==> run_1/cell_density.png <==
Scale bar: 20 um. 6 x 10 tiles, from dark purple (low) to yellow (high), 0 to 100% covered.
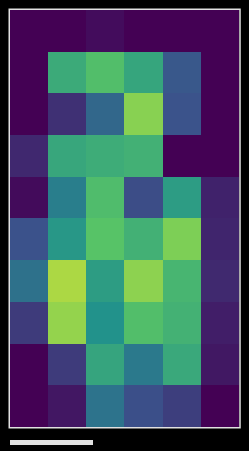
==> run_1/flops_by_reg.png <==
Scale bar: 20 um.
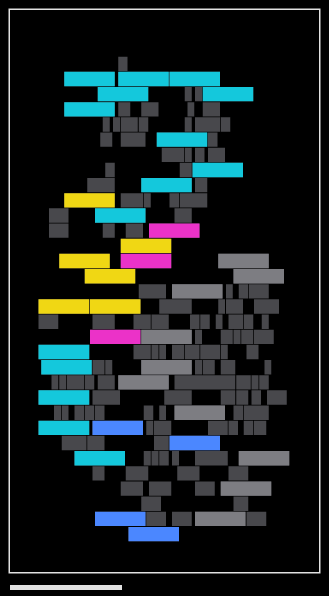
==> run_1/wires.png <==
Two of the layers only.
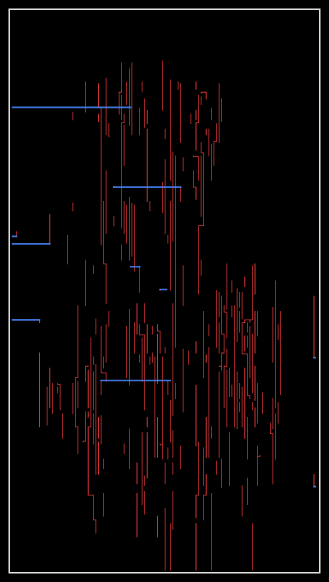
**src/rtl/calc_pkg.sv**
```systemverilog
// ============================================================================
// Module   : calc_pkg
// Brief    : FSM states, chord opcodes and chord encoder for calc_cmd_enc.
// Revision : 1.0
// ============================================================================
`default_nettype none

package calc_pkg;

    typedef enum logic [1:0] {
        IDLE   = 2'd0,
        GATHER = 2'd1,
        EMIT   = 2'd2,
        HOLD   = 2'd3
    } calc_state_t;

    // Opcodes indexed by the {l,c,r} chord
    localparam logic [3:0] c_op_r   = 4'b0001;
    localparam logic [3:0] c_op_c   = 4'b0010;
    localparam logic [3:0] c_op_cr  = 4'b0110;
    localparam logic [3:0] c_op_l   = 4'b0100;
    localparam logic [3:0] c_op_lr  = 4'b1001;
    localparam logic [3:0] c_op_lc  = 4'b1010;
    localparam logic [3:0] c_op_lcr = 4'b0101;

    function automatic logic [3:0] encode(input logic [2:0] chord);
        logic [3:0] op;
        op = 4'b0000;
        case (chord)
            3'b001:  op = c_op_r;
            3'b010:  op = c_op_c;
            3'b011:  op = c_op_cr;
            3'b100:  op = c_op_l;
            3'b101:  op = c_op_lr;
            3'b110:  op = c_op_lc;
            3'b111:  op = c_op_lcr;
            default: op = 4'b0000;
        endcase
        return op;
    endfunction

endpackage

`default_nettype wire

```
**src/rtl/calc_debounce.sv**
```systemverilog
// ============================================================================
// Module   : calc_debounce
// Brief    : Input synchroniser followed by a consecutive-cycle debouncer.
// Revision : 1.0
// ============================================================================
`default_nettype none

module calc_debounce #(
    parameter int SYNC_STAGES     = 2,
    parameter int DEBOUNCE_CYCLES = 16
) (
    input  logic clk,
    input  logic rst_n,
    input  logic raw,
    output logic level
);

    localparam int              CW     = $clog2(DEBOUNCE_CYCLES + 1);
    localparam logic [CW-1:0]   c_last = CW'(DEBOUNCE_CYCLES - 1);

    logic [SYNC_STAGES-1:0] r_sync;
    logic [CW-1:0]          r_cnt;
    logic                   r_level;
    logic                   w_sync;

    assign w_sync = r_sync[SYNC_STAGES-1];
    assign level  = r_level;

    always_ff @(posedge clk or negedge rst_n) begin
        if (!rst_n) begin
            r_sync <= '0;
        end else begin
            r_sync <= {r_sync[SYNC_STAGES-2:0], raw};
        end
    end

    // Level flips on the Nth consecutive differing cycle; any agreement restarts
    always_ff @(posedge clk or negedge rst_n) begin
        if (!rst_n) begin
            r_cnt   <= '0;
            r_level <= 1'b0;
        end else if (w_sync == r_level) begin
            r_cnt   <= '0;
        end else if (r_cnt == c_last) begin
            r_cnt   <= '0;
            r_level <= w_sync;
        end else begin
            r_cnt   <= r_cnt + 1'b1;
        end
    end

endmodule

`default_nettype wire

```
**src/rtl/calc_cmd_enc.sv**
```systemverilog
// ============================================================================
// Module   : calc_cmd_enc
// Brief    : Turns debounced push-button chords into one-cycle ALU opcode
//            strobes. Define CALC_CMD_AUTOREPEAT_EN to add auto-repeat in HOLD.
// Revision : 1.0
// ============================================================================
`default_nettype none

module calc_cmd_enc
    import calc_pkg::*;
#(
    parameter int SYNC_STAGES     = 2,
    parameter int DEBOUNCE_CYCLES = 16,
    parameter int CHORD_WINDOW    = 8,
    parameter int REPEAT_CYCLES   = 64
) (
    input  logic       clk,
    input  logic       rst_n,
    input  logic       btnl,
    input  logic       btnc,
    input  logic       btnr,
    output logic [3:0] alu_op,
    output logic       op_valid,
    output logic       busy
);

    localparam int            WCW        = $clog2(CHORD_WINDOW + 1);
    localparam logic [WCW-1:0] c_win_last = WCW'(CHORD_WINDOW - 1);
    localparam logic [WCW-1:0] c_win_max  = WCW'(CHORD_WINDOW);

    logic [2:0]     w_raw;
    logic [2:0]     w_deb;
    logic           w_any;

    calc_state_t    r_state, w_state_nxt;
    logic [2:0]     r_chord, w_chord_nxt;
    logic [WCW-1:0] r_win,   w_win_nxt;
    logic [3:0]     r_op,    w_op_nxt;
    logic           r_valid, w_valid_nxt;

    assign w_raw = {btnl, btnc, btnr};

    generate
        for (genvar i = 0; i < 3; i++) begin : g_btn
            calc_debounce #(
                .SYNC_STAGES     (SYNC_STAGES),
                .DEBOUNCE_CYCLES (DEBOUNCE_CYCLES)
            ) u_debounce (
                .clk   (clk),
                .rst_n (rst_n),
                .raw   (w_raw[i]),
                .level (w_deb[i])
            );
        end
    endgenerate

    assign w_any = |w_deb;

`ifdef CALC_CMD_AUTOREPEAT_EN
    localparam int             RCW        = $clog2(REPEAT_CYCLES + 1);
    localparam logic [RCW-1:0] c_rep_last = RCW'(REPEAT_CYCLES - 1);
    localparam logic [RCW-1:0] c_rep_max  = RCW'(REPEAT_CYCLES);

    logic [RCW-1:0] r_rep, w_rep_nxt;

    always_ff @(posedge clk or negedge rst_n) begin
        if (!rst_n) begin
            r_rep <= '0;
        end else begin
            r_rep <= w_rep_nxt;
        end
    end
`else
    generate
        if (REPEAT_CYCLES < 1) begin : g_repeat_cfg_invalid
        end
    endgenerate
`endif

    always_ff @(posedge clk or negedge rst_n) begin
        if (!rst_n) begin
            r_state <= IDLE;
            r_chord <= '0;
            r_win   <= '0;
            r_op    <= 4'b0000;
            r_valid <= 1'b0;
        end else begin
            r_state <= w_state_nxt;
            r_chord <= w_chord_nxt;
            r_win   <= w_win_nxt;
            r_op    <= w_op_nxt;
            r_valid <= w_valid_nxt;
        end
    end

    // op_valid is registered so it shares the EMIT cycle with the new alu_op
    always_comb begin
        w_state_nxt = r_state;
        w_chord_nxt = r_chord;
        w_win_nxt   = r_win;
        w_op_nxt    = r_op;
        w_valid_nxt = 1'b0;
`ifdef CALC_CMD_AUTOREPEAT_EN
        w_rep_nxt   = r_rep;
`endif
        case (r_state)
            IDLE: begin
                if (w_any) begin
                    w_state_nxt = GATHER;
                    w_chord_nxt = w_deb;
                    w_win_nxt   = '0;
                end
            end
            GATHER: begin
                w_chord_nxt = r_chord | w_deb;
                if (!w_any) begin
                    w_state_nxt = IDLE;
                    w_chord_nxt = '0;
                    w_win_nxt   = '0;
                end else if (r_win == c_win_last) begin
                    w_state_nxt = EMIT;
                    w_op_nxt    = encode(w_chord_nxt);
                    w_valid_nxt = 1'b1;
                    w_win_nxt   = c_win_max;
`ifdef CALC_CMD_AUTOREPEAT_EN
                    w_rep_nxt   = '0;
`endif
                end else if (r_win != c_win_max) begin
                    w_win_nxt   = r_win + 1'b1;
                end
            end
            EMIT: begin
                w_state_nxt = HOLD;
`ifdef CALC_CMD_AUTOREPEAT_EN
                w_rep_nxt   = (r_rep != c_rep_max) ? r_rep + 1'b1 : r_rep;
`endif
            end
            HOLD: begin
                if (!w_any) begin
                    w_state_nxt = IDLE;
                    w_chord_nxt = '0;
                    w_win_nxt   = '0;
`ifdef CALC_CMD_AUTOREPEAT_EN
                    w_rep_nxt   = '0;
                end else if (r_rep == c_rep_last) begin
                    w_valid_nxt = 1'b1;
                    w_rep_nxt   = '0;
                end else if (r_rep != c_rep_max) begin
                    w_rep_nxt   = r_rep + 1'b1;
`endif
                end
            end
            default: begin
                w_state_nxt = IDLE;
            end
        endcase
    end

    assign alu_op   = r_op;
    assign op_valid = r_valid;
    assign busy     = (r_state != IDLE);

endmodule

`default_nettype wire

```
**config.mk**
```make
export PLATFORM = sky130hd
export DESIGN_NAME = calc_cmd_enc
export DESIGN_NICKNAME = d
export VERILOG_FILES = /design/src/rtl/calc_pkg.sv /design/src/rtl/calc_debounce.sv /design/src/rtl/calc_cmd_enc.sv
export SDC_FILE = /design/constraint.sdc
export NUM_CORES = 1
export LEC_CHECK = 0
export CAP_MARGIN = 10
export CORE_ASPECT_RATIO = 2
export CORE_MARGIN = 5
export CORE_UTILIZATION = 40
export CTS_BUF_LIST = sky130_fd_sc_hd__clkbuf_8 sky130_fd_sc_hd__clkbuf_16
export DETAILED_ROUTE_END_ITERATION = 8
export SYNTH_ARGS = -nofsm -noshare
export SYNTH_HDL_FRONTEND = slang
export SYNTH_SLANG_ARGS = --single-unit
```
**constraint.sdc**
```tcl
create_clock -name clk -period 4.6 [get_ports clk]
set_clock_uncertainty 0.05 [all_clocks]
set_input_delay 0.92 -clock clk [delete_from_list [all_inputs] [get_ports clk]]
set_output_delay 0.92 -clock clk [all_outputs]
set_load 0.01 [all_outputs]
```
==> results.tsv, run 1 <==
metric	value	unit
status	completed	
Post-synth area hogs	dfrtp_1 (58%), mux2_2 (4.8%), xor2_1 (4.8%), nor2_1 (4.3%), ha_1 (3.8%)	
YS chip area	1648	sq um
Critical Path End	busy	
RSZ-0062 raised after global routing	false	
vias in the first global route	1143	
TritonCTS buffer count	5	
Synth Area in Simple Gates	0.1731	
met1 Resource Use GR	0.1172	
Die H	100.8	um
hold slack final	300.2	ps
CTS-repair resized insts	0	
synthesized cell area	1648	sq um
placed cell area	1805	sq um
drt total wl	2701	um
Final Critical Period	2622	ps
Sw Ratio	0.2056	
Max-cap violations	0	
dpl hpwl	1963	um
grt met3 use	0.03205	
most used routing layer	met2	
synth unique cells	33	
uppermost routed layer	met4	
total number of yosys warnings	0	
post-route design area	1914	sq um
sequential fraction of the synthesis area	0.5771	
routability cong.	0.7575	
Top Layout Cells	dfrtp_1 (38), nor2_1 (19), clkdlybuf4s50_1 (10)	
Tot GR Track Use	0.1156	
max reg flops	15	
Syn Inst Count	142	
n_diodes	0	
Psw	0.1332	mW
worst vdd ir	0.2614	mV
Latency at later pin	280	ps
initial antenna violation count	0	
clock root buffer	clkbuf_8	
Sink Count	38	
sequential power share	0.541	
power per cell area	338.3	nW/um^2
biggest regs	g_btn.u_debounce.r_cnt (15), g_btn.u_debounce.r_sync (6)	
Reg clk slew, reported paths	70	ps
Synth area leader	dfrtp_1	
hold worst-path end	g_btn[0].u_debounce.r_sync[1]	
crit end category	output port	
Biggest register	g_btn.u_debounce.r_cnt	
yosys aoi share	0.08200	
Hold Crit Class	flip-flop to flip-flop	
pre-CTS setup slack	2294	ps
internal power	0.5144	mW
Flop area	950.9	sq um
reg2reg path depth	5	
fmax	0.3814	GHz
Post-Place Cells	203	
min-delay src	g_btn[0].u_debounce.r_sync[0]	
Post-CTS Setup Bufs	0	
most frequently placed logic cell in the final layout	dfrtp_1	
die area	5581	sq um
WP data arrival	1650	ps
drt first pass iters	4	
cts hold-fix bufs	0	
Avg Inst Size Synth	11.60	sq um
RR Endpoint	alu_op[2]	
Layout Nets	168	
worst setup margin	1978	ps
EDFF count, synth	0	
M1 WL	1065	um
share of cells above drive strength 1	0.1447	
RR Startpoint	r_win[0]	
grt ovf	0	
row cnt	33	
worst-path maximum fanout	13	
dominant register cell	dfrtp_1	
Logic pwr share	0.040	
Registers, synthesis	38	
drt first-iter violations	30	
first-pass GRT wire length	5043	um
Area Overhead vs Synth	16.17	%
Slew Limit Fails	0	
most frequent cells after synthesis	dfrtp_1 (38), nor2_1 (19), xor2_1 (9)	
Mapped Nets	152	
pin count of the biggest net entering global routing	39	
met2 routed WL	1512	um
# Cells Yosys	142	
Hold Path Stages	0	
vias per cell	5.014	
Async SR Flop Fraction	1.000	
DR vias	1058	
htree depth	2	
setup violators final	0	
About cell_density.png:
8.3% of the tiles are over 75% full. The fullest tile reaches 87%. The densest ninth of the die: center. The emptiest ninth of the die: north-east. The mean over all tiles is 33%. 23% of the tiles are nearly empty.

About flops_by_reg.png:
Blue marks alu_op, flops 4, where south. Cyan marks g_btn.u_debounce.r_cnt, flops 15. Magenta marks g_btn.u_debounce.level, flops 3. Yellow marks g_btn.u_debounce.r_sync, flops 6.
fraction of area in registers: 0.4967
final core occ: 0.4731

About wires.png:
Red marks metal 2, wire length 1510 um. Blue marks metal 3, wire length 60.5 um.

[run 1: power by group through the flow]
stage / Combinational (mW) / Sequential (mW) / Clock [mW]
floorplan: 0.0135 / 0.355 / 0
global placement: 0.0256 / 0.356 / 0
detailed placement: 0.0269 / 0.357 / 0
CTS: 0.0270 / 0.350 / 0.283
global route: 0.0309 / 0.352 / 0.299
finish: 0.0259 / 0.350 / 0.271
[run 1: layout make-up]
cell class | count | area share
well taps | 52 | 0.03399
inverters | 6 | 0.01176
clock buffers | 5 | 0.03595
flip-flops and latches | 38 | 0.4967
repair buffers | 11 | 0.05621
clock inverters | 3 | 0.02091
multi-input cells | 96 | 0.3444
[run 1: critical path, cell delays in order (launching register included)]
cell and delay [ps]:
dfrtp_1 520, or2_2 360, clkdlybuf4s50_1 490
==> run_1/metal_density.png <==
11 x 20 tiles, from dark purple (low) to yellow (high), scaled to the fullest tile. Values are wire area over tile area, all layers added.
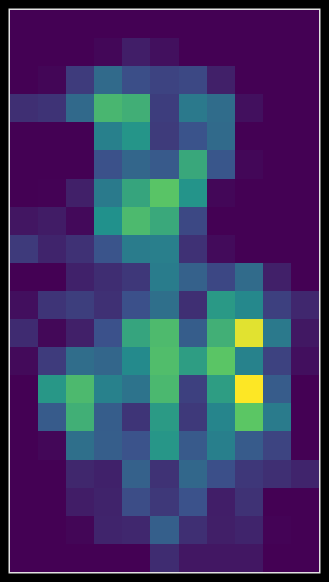

## Run 2: what changed since run 1
==> constraint.sdc (replaced) <==
create_clock -name clk -period 2.18 [get_ports clk]
set_clock_uncertainty 0.05 [all_clocks]
set_input_delay 0.436 -clock clk [delete_from_list [all_inputs] [get_ports clk]]
set_output_delay 0.436 -clock clk [all_outputs]
set_load 0.01 [all_outputs]
==> run_2/metal_density.png <==
11 x 20 tiles, from dark purple (low) to yellow (high), scaled to the fullest tile. Values are wire area over tile area, all layers added.
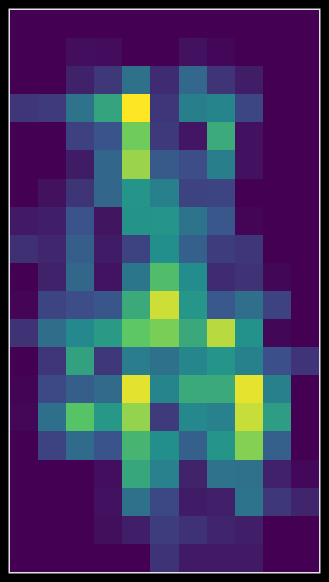
The mean over all tiles is 0.075. The emptiest ninth of the die: north-east. 15% of the tiles are over half the peak. 34% of the tiles are nearly empty.
drt total wl: 2702 um
DR vias: 1068

==> run 2 against run 1 <==
  * First-iteration DRC count shrank 47%
  * Largest cell class unchanged
  * Combinational power increased by 110%
  * Flip-flop count is the same
==> results.tsv, run 2 <==
metric	value	unit
status	completed	
sequential power share	0.575	
EDFF count, synth	0	
die area	5581	sq um
sequential fraction of the synthesis area	0.5771	
post-route design area	1908	sq um
dominant delay contributor by cell family on the critical path	buffers and inverters	
total number of yosys warnings	0	
hold slack final	294.7	ps
Registers, synthesis	38	
WP data arrival	1520	ps
Post-Place Cells	204	
Sw Ratio	0.2188	
Hold Path Stages	0	
Top Layout Cells	dfrtp_1 (38), nor2_1 (19), clkdlybuf4s50_1 (10)	
row cnt	33	
Tot GR Track Use	0.1128	
initial antenna violation count	0	
met2 routed WL	1539	um
Psw	0.2809	mW
max reg flops	15	
clock root buffer	clkbuf_8	
crit-path max cell delay	480	ps
Hold Crit Class	flip-flop to flip-flop	
Pwr top	sequential cells	
Clock Path Buffers	2	
Avg Inst Size Synth	11.60	sq um
drt first pass iters	4	
pre-CTS setup slack	409.7	ps
setup violators final	0	
TritonCTS buffer count	5	
# Cells Yosys	142	
vias per cell	5.038	
M1 WL	1044	um
Synth area leader	dfrtp_1	
met1 Resource Use GR	0.1101	
uppermost routed layer	met4	
Die H	100.8	um
reg2reg path depth	5	
final core occ	0.4716	
Sink Count	38	
vias in the first global route	1139	
cts hold-fix bufs	0	
first-pass GRT wire length	4919	um
yosys aoi share	0.08200	
critical path depth	2	
n_diodes	0	
grt ovf	0	
routability cong.	0.6904	
worst-path maximum fanout	8	
Syn Inst Count	142	
synth unique cells	33	
Area Overhead vs Synth	15.79	%
dominant register cell	dfrtp_1	
Reg clk slew, reported paths	80	ps
Biggest register	g_btn.u_debounce.r_cnt	
most used routing layer	met2	
cell breakdown of the critical path	or2_2, clkdlybuf4s50_1	
worst vdd ir	0.4700	mV
worst setup margin	174.0	ps
Clk. pwr	0.490	mW
RSZ-0062 raised after global routing	false	
grt met3 use	0.02821	
Slew Limit Fails	0	
P_comb	0.0547	mW
Logic pwr share	0.043	
internal power	1.003	mW
dpl hpwl	2033	um
Final Critical Period	2006	ps
placed cell area	1813	sq um
YS chip area	1648	sq um
crit path buf inv count	1	
Post-synth area hogs	dfrtp_1 (58%), mux2_2 (4.8%), xor2_1 (4.8%), nor2_1 (4.3%), ha_1 (3.8%)	
fmax	0.4985	GHz
biggest regs	g_btn.u_debounce.r_cnt (15), g_btn.u_debounce.r_sync (6)	
share of cells above drive strength 1	0.1500	
Latency at later pin	290	ps
pin count of the biggest net entering global routing	39	
[run 2: final timing paths]
path / start / endpoint / slack, ps
max: r_state[0] / busy / 170
min: g_btn[1].u_debounce.r_sync[0] / g_btn[1].u_debounce.r_sync[1] / 290
max reg2reg: r_win[0] / alu_op[0] / 400
min reg2reg: g_btn[1].u_debounce.r_sync[0] / g_btn[1].u_debounce.r_sync[1] / 290
max in group asynchronous: rst_n / g_btn[2].u_debounce.r_cnt[0] / 1230
min in group asynchronous: rst_n / r_win[0] / 510
[run 2: area by class of cell]
type | instances | area, sq um
fill | 403 | 2138
multi-input combinational | 96 | 659.4
sequential | 38 | 950.9
clock inverter | 2 | 12.51
tap | 52 | 65.06
timing repair buffer | 12 | 115.1
clock buffer | 6 | 82.58
inverter | 6 | 22.52
Power figures rest on the tool's default switching activity, not on a simulated workload.
